--- config.mk ---
export PLATFORM = sky130hd
export DESIGN_NAME = accum_drain
export DESIGN_NICKNAME = d
export VERILOG_FILES = /design/src/rtl/accum_drain.sv
export SDC_FILE = /design/constraint.sdc
export NUM_CORES = 1
export LEC_CHECK = 0
export ABC_AREA = 1
export CAP_MARGIN = 20
export CORE_MARGIN = 2
export CORE_UTILIZATION = 53
export DETAILED_ROUTE_END_ITERATION = 8
export HOLD_SLACK_MARGIN = 0.02
export PLACE_DENSITY = 0.76
export RECOVER_POWER = 100
export REMOVE_ABC_BUFFERS = 1
export SYNTH_ARGS = -nofsm -noshare
export SYNTH_HDL_FRONTEND = slang
export SYNTH_SLANG_ARGS = --single-unit
--- constraint.sdc ---
create_clock -name clk -period 3 [get_ports clk]
set_input_delay 0.75 -clock clk [delete_from_list [all_inputs] [get_ports clk]]
set_output_delay 0.75 -clock clk [all_outputs]
set_load 0.02 [all_outputs]
--- src/rtl/accum_drain.sv ---
// accum_drain: sweeps accum_buf result words, quantises each lane to DATA_W and streams
// the beats out through a small credit-controlled FIFO so backpressure never drops a read.
module accum_drain #(
   parameter int BATCH  = 4,
   parameter int RES_W  = 32,
   parameter int DATA_W = 16,
   parameter int DEPTH  = 256,
   parameter int FIFO_D = 4,
   parameter int ADDR_W = $clog2(DEPTH)
) (
   input  logic                      clk,
   input  logic                      rst,
   input  logic                      start,
   input  logic [ADDR_W:0]           len,
   input  logic [4:0]                shamt,
   output logic                      busy,
   output logic                      done,
   output logic                      rd_en,
   output logic [ADDR_W-1:0]         rd_addr,
   input  logic [BATCH*RES_W-1:0]    rd_data,
   output logic                      out_valid,
   input  logic                      out_ready,
   output logic [BATCH*DATA_W-1:0]   out_data,
   output logic                      out_last
);

   localparam int PTR_W  = $clog2(FIFO_D);
   localparam int CNT_W  = $clog2(FIFO_D + 1);
   localparam int WORD_W = BATCH * DATA_W;

   localparam logic [1:0] IDLE  = 2'd0;
   localparam logic [1:0] RUN   = 2'd1;
   localparam logic [1:0] DRAIN = 2'd2;
   localparam logic [1:0] DONE  = 2'd3;

   localparam logic signed [RES_W-1:0] SAT_HI = {{(RES_W-DATA_W+1){1'b0}}, {(DATA_W-1){1'b1}}};
   localparam logic signed [RES_W-1:0] SAT_LO = {{(RES_W-DATA_W+1){1'b1}}, {(DATA_W-1){1'b0}}};
   localparam logic [DATA_W-1:0]       OUT_HI = {1'b0, {(DATA_W-1){1'b1}}};
   localparam logic [DATA_W-1:0]       OUT_LO = {1'b1, {(DATA_W-1){1'b0}}};

   function automatic logic [DATA_W-1:0] quantise(input logic signed [RES_W-1:0] v,
                                                  input logic [4:0] sh);
      logic signed [RES_W-1:0] s;
      s = v >>> sh;
      if (s > SAT_HI)
         quantise = OUT_HI;
      else if (s < SAT_LO)
         quantise = OUT_LO;
      else
         quantise = s[DATA_W-1:0];
   endfunction

   function automatic logic [PTR_W-1:0] ptr_inc(input logic [PTR_W-1:0] p);
      ptr_inc = (p == PTR_W'(FIFO_D - 1)) ? '0 : p + 1'b1;
   endfunction

   logic [1:0]        state;
   logic [ADDR_W-1:0] last_addr;
   logic [4:0]        shamt_r;
   logic [ADDR_W:0]   len_clamp;
   logic              vld_p1;
   logic              last_p1;
   logic [WORD_W-1:0] q_p1;
   logic [WORD_W:0]   mem [FIFO_D];
   logic [WORD_W:0]   head;
   logic [PTR_W-1:0]  wr_ptr;
   logic [PTR_W-1:0]  rd_ptr;
   logic [CNT_W-1:0]  count;
   logic [CNT_W:0]    used;
   logic              push;
   logic              pop;

   assign len_clamp = (len > (ADDR_W+1)'(DEPTH)) ? (ADDR_W+1)'(DEPTH) : len;

   // stage p0: read issue, gated by FIFO credits (stored beats plus the read in flight)
   assign used  = {1'b0, count} + {{CNT_W{1'b0}}, vld_p1};
   assign rd_en = (state == RUN) && (used < (CNT_W+1)'(FIFO_D));

   // stage p1: rd_data returns, is quantised and pushed into the FIFO on the same edge
   always_comb begin
      q_p1 = '0;
      for (int i = 0; i < BATCH; i++)
         q_p1[i*DATA_W +: DATA_W] = quantise(rd_data[i*RES_W +: RES_W], shamt_r);
   end

   assign push = vld_p1;
   assign pop  = out_valid && out_ready;

   always_ff @(posedge clk or posedge rst) begin
      if (rst) begin
         state   <= IDLE;
         rd_addr <= '0;
         vld_p1  <= 1'b0;
         last_p1 <= 1'b0;
         wr_ptr  <= '0;
         rd_ptr  <= '0;
         count   <= '0;
      end else begin
         vld_p1  <= rd_en;
         last_p1 <= rd_en && (rd_addr == last_addr);
         if (push)
            wr_ptr <= ptr_inc(wr_ptr);
         if (pop)
            rd_ptr <= ptr_inc(rd_ptr);
         case ({push, pop})
            2'b10:   count <= count + 1'b1;
            2'b01:   count <= count - 1'b1;
            default: count <= count;
         endcase
         case (state)
            IDLE: begin
               if (start) begin
                  if (len == '0) begin
                     state <= DONE;
                  end else begin
                     state   <= RUN;
                     rd_addr <= '0;
                  end
               end
            end
            RUN: begin
               if (rd_en) begin
                  if (rd_addr == last_addr)
                     state <= DRAIN;
                  else
                     rd_addr <= rd_addr + 1'b1;
               end
            end
            DRAIN: begin
               // leave as the final beat pops so done lands in the following cycle
               if (!vld_p1 && (count == '0 || (count == CNT_W'(1) && pop)))
                  state <= DONE;
            end
            default: state <= IDLE;
         endcase
      end
   end

   always_ff @(posedge clk) begin
      if (state == IDLE && start) begin
         last_addr <= ADDR_W'(len_clamp - 1'b1);
         shamt_r   <= shamt;
      end
      if (push)
         mem[wr_ptr] <= {last_p1, q_p1};
   end

   // stage p2: FIFO head drives the output bus, zeroed whenever nothing is valid
   assign head      = mem[rd_ptr];
   assign out_valid = (count != '0);
   assign out_data  = out_valid ? head[WORD_W-1:0] : '0;
   assign out_last  = out_valid & head[WORD_W];
   assign busy      = (state != IDLE);
   assign done      = (state == DONE);

endmodule

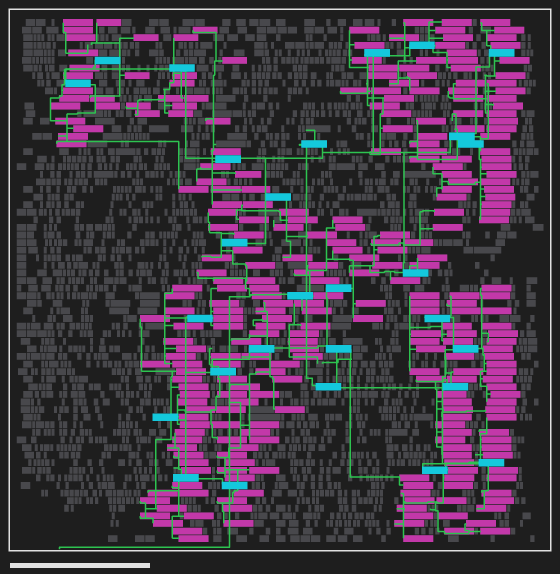
*Clock distribution*
Scale bar: 50 µm.
Magenta stands for flip-flops, count 292. Green stands for clock wires, length 3170 µm. Cyan stands for clock drivers, count 28.
There are 29 routed clock nets.

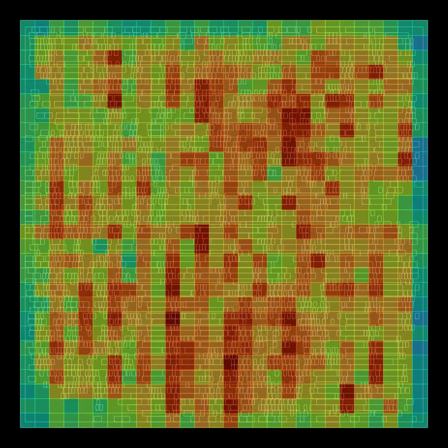
*Congestion heat map*
met2 capacity usage during global routing: 48.17%
met3 Usage GRT: 2.999%
GRT met1 Usage: 38.82%
routed length per instance: 17.03 µm

==> summary.txt <==
Status on the layout run. Total congestion overflow after global routing landed at 0. In the synthesized netlist the dominant register cell turns out to be edfxtp_1. Detailed-route iteration 0 reported a violation count of around 1600. The fraction of final cell area spent on clock buffers and inverters in this run is approximately 3.7%. After synthesis the cells add up to 19040 µm². Ranked by power, first place goes to combinational logic. Logic gate share of total power landed at 54.7%. Summing over the stages, the warning tally comes to 37. Standard-cell row count landed at between 60 and 70. Per the layout report, the design carries 103 non-clock inverters. The internal portion of the total power is ~11000 µW.

Instance tally after logic synthesis landed at approximately 2600. Number of buffer and inverter stages on the critical path landed at 2. STA classifies the critical path startpoint as a register. Yosys reports that the leading cell type by area covers around 43% of the netlist area.

The chip occupies 37450 µm². Antenna cell count landed at 0. Grouping stages by cell kind, the critical path spends the most delay in buffers and inverters.

The fraction of cell area in sequential cells is reported as 38.03%. Setup repair after global routing could not meet its margin everywhere. The root buffer cell chosen for the clock tree is clkbuf_16. At the worst endpoint, the required time is between 2000 and 2500 ps. Number of maximum-capacitance violations landed at 2. The final reports fail on capacitance limit, slew limit, setup timing. Aggregate negative setup slack landed at -11.11 ps.

For hold timing, the worst endpoint is wr_ptr[0]. In the layout the commonest cells are nand2_1 (784), nor2_1 (353), o21ai_0 (296). After global routing, the most crowded layer is met2. Per STA, the library cell used most along the worst path is nor2_1. Detailed-placement wirelength estimate landed at around 38 mm. In the hold timing report, the worst path depth is 2. In this run the register-to-register setup slack is about 130 ps.

The power report shows net switching accounting for 44.48% of the total. The script computed a power per unit cell area of between 800 and 900 nW/µm². CTS sink count landed at roughly 300. Die extent in y landed at slightly below 200 µm.

Data arrival time of the worst path landed at ~2300 ps. The registers reported with the highest flop counts are mem: 260 flops, last_addr: 8 flops, rd_addr: 8 flops. Yosys mapped the design onto roughly 41 distinct sky130hd cell types.

Pre-CTS setup slack landed at -11.31 ps. The routed layout reports a DRC error count of 0. Share of the cycle needed by the critical path after routing landed at 100.4%. Leaving out fill and tap cells, the most frequent cell in the layout is nand2_1. Counting flops per register, the top entry is mem. CTS built an H-tree with a depth of 1. Detailed routing placed a total of roughly 26 mm of wire on met2.

In the final layout, the multi-input gates occupy 9148 µm². Per the post-route antenna check, the number of violating nets is 0. The most critical min-delay path falls under reg -> reg. Multi-input combinational gate total landed at 1993.

The run finished, with violations left. For this run, the slowest stage of the critical path takes 510 ps. Flip-flop count of the largest register, all copies and words added landed at around 260.

The critical path in the final layout is reported with a setup slack of -11.11 ps. Count of synthesis-stage warnings from yosys landed at 0. Area growth from synthesis to layout landed at 19.86%. After clock tree synthesis, the repair step resized between 150 and 200 gates.

The pin closest to its max-slew limit shows a slew of ~2000 ps. Sequential fraction of design power landed at 28.6%. In the floorplan report the effective utilization is between 50% and 60%.

Using the TritonRoute via totals, the vias-per-cell ratio works out to about 5.6. Maximum vdd drop landed at 0.6454 mV. Final cell utilization of the core landed at ~64%. Time the final worst path needs with I/O delays and setup landed at between 3000 and 4000 ps. Across the whole layout, storage elements account for 8678 µm². In this run the number of cells on the critical path is 6. Reported combinational group power landed at 10800 µW. In this run the tool buffered the top-level ports with about 220 buffer cells. Setup violations remaining at the end of the flow were counted as 1. The synthesized netlist has a Yosys-reported chip area of between 15000 and 20000 µm². Looking at the gate-level netlist, the highest instance count belongs to nand2_1. TritonCTS built the clock tree. The initial antenna violation count came to 0. Power of the sequential group landed at 5660 µW. Met3 routed wirelength landed at about 3.7 mm.

Pins over their slew limit in the final report were tallied at 132. On the worst setup and hold paths after CTS, the clock-pin slew comes to approximately 60 ps. Multi-input gate share of the layout cell area landed at around 40%. Detailed routing inserted a total of between 15000 and 20000 vias.

The final layout report lists a filler cell count of approximately 3100. Summed over all routing layers, the global router reports a total usage of 28.50%. Maximum clock frequency landed at between 0.3 and 0.4 GHz. Placer congestion estimate landed at between 0.9 and 1.

Post-CTS setup buffer count landed at 5. Clock network power share landed at roughly 17%. A synthesized cell averages ~7.4 µm². In the setup report, the worst path falls into the class reg -> out.

Listed in order, past its start point the critical path passes bufbuf_16 > nor2_1 > nor2_1 > o21ai_0 > a21oi_2 > clkdlybuf4s15_2. STA lists the startpoint of the worst hold path as wr_ptr[0].
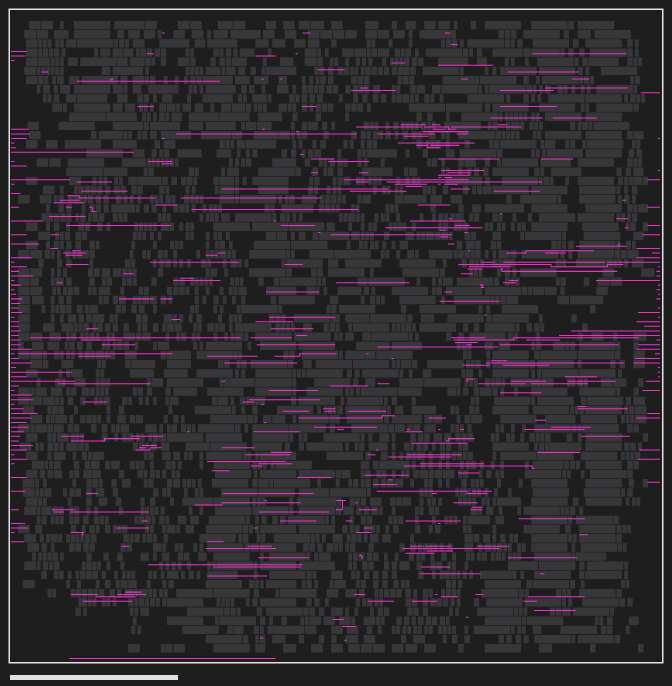
*Signal wires on met3*
Scale bar: 50 µm.
The layer holds 6.7% of the routed length. The longest straight run is 62.1 µm. The layer carries 3700 µm of wire. The wires run mostly horizontal. 283 nets have wire on it.

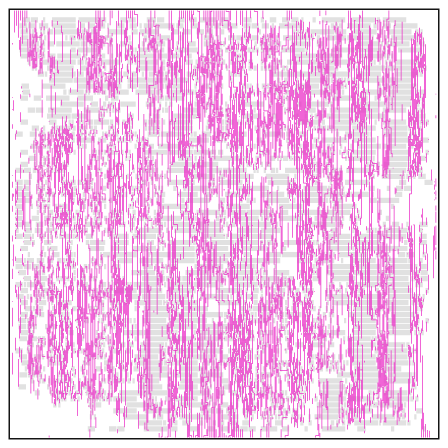
*The metal 2 layer*
The wires run mostly vertical. 2255 nets have wire on it.

[per-stage QoR]
step | instances | area [µm²]
floorplan | 2388 | 18140
global placement | 3163 | 22060
detailed placement | 3163 | 22060
CTS | 3220 | 23060
global route | 3223 | 22820
finish | 3223 | 22820
[worst register-to-register path: stages (launching register included)]
cell and delay [ps]:
edfxtp_1 530, inv_2 330, buf_4 280, nand2_1 100, nand3_1 70, nand2_1 80, o21ai_1 220, nand2_1 80
nand2_1 120, nand2_1 60, nor2_1 110, nand3_1 150, o21bai_4 130, buf_4 190, nand2_1 70, nand2_1 150
[logic make-up after synthesis]
logic type / synth area share, %
and+or+nand+nor: 31.39
AOI/OAI and AO/OA: 13.10
DFF: 45.56
buffers and inverters: 6.743
muxes: 1.262
xor gates and xnor gates: 0.8281
adders and majority gates: 1.117
Power and IR drop assume default switching activity.
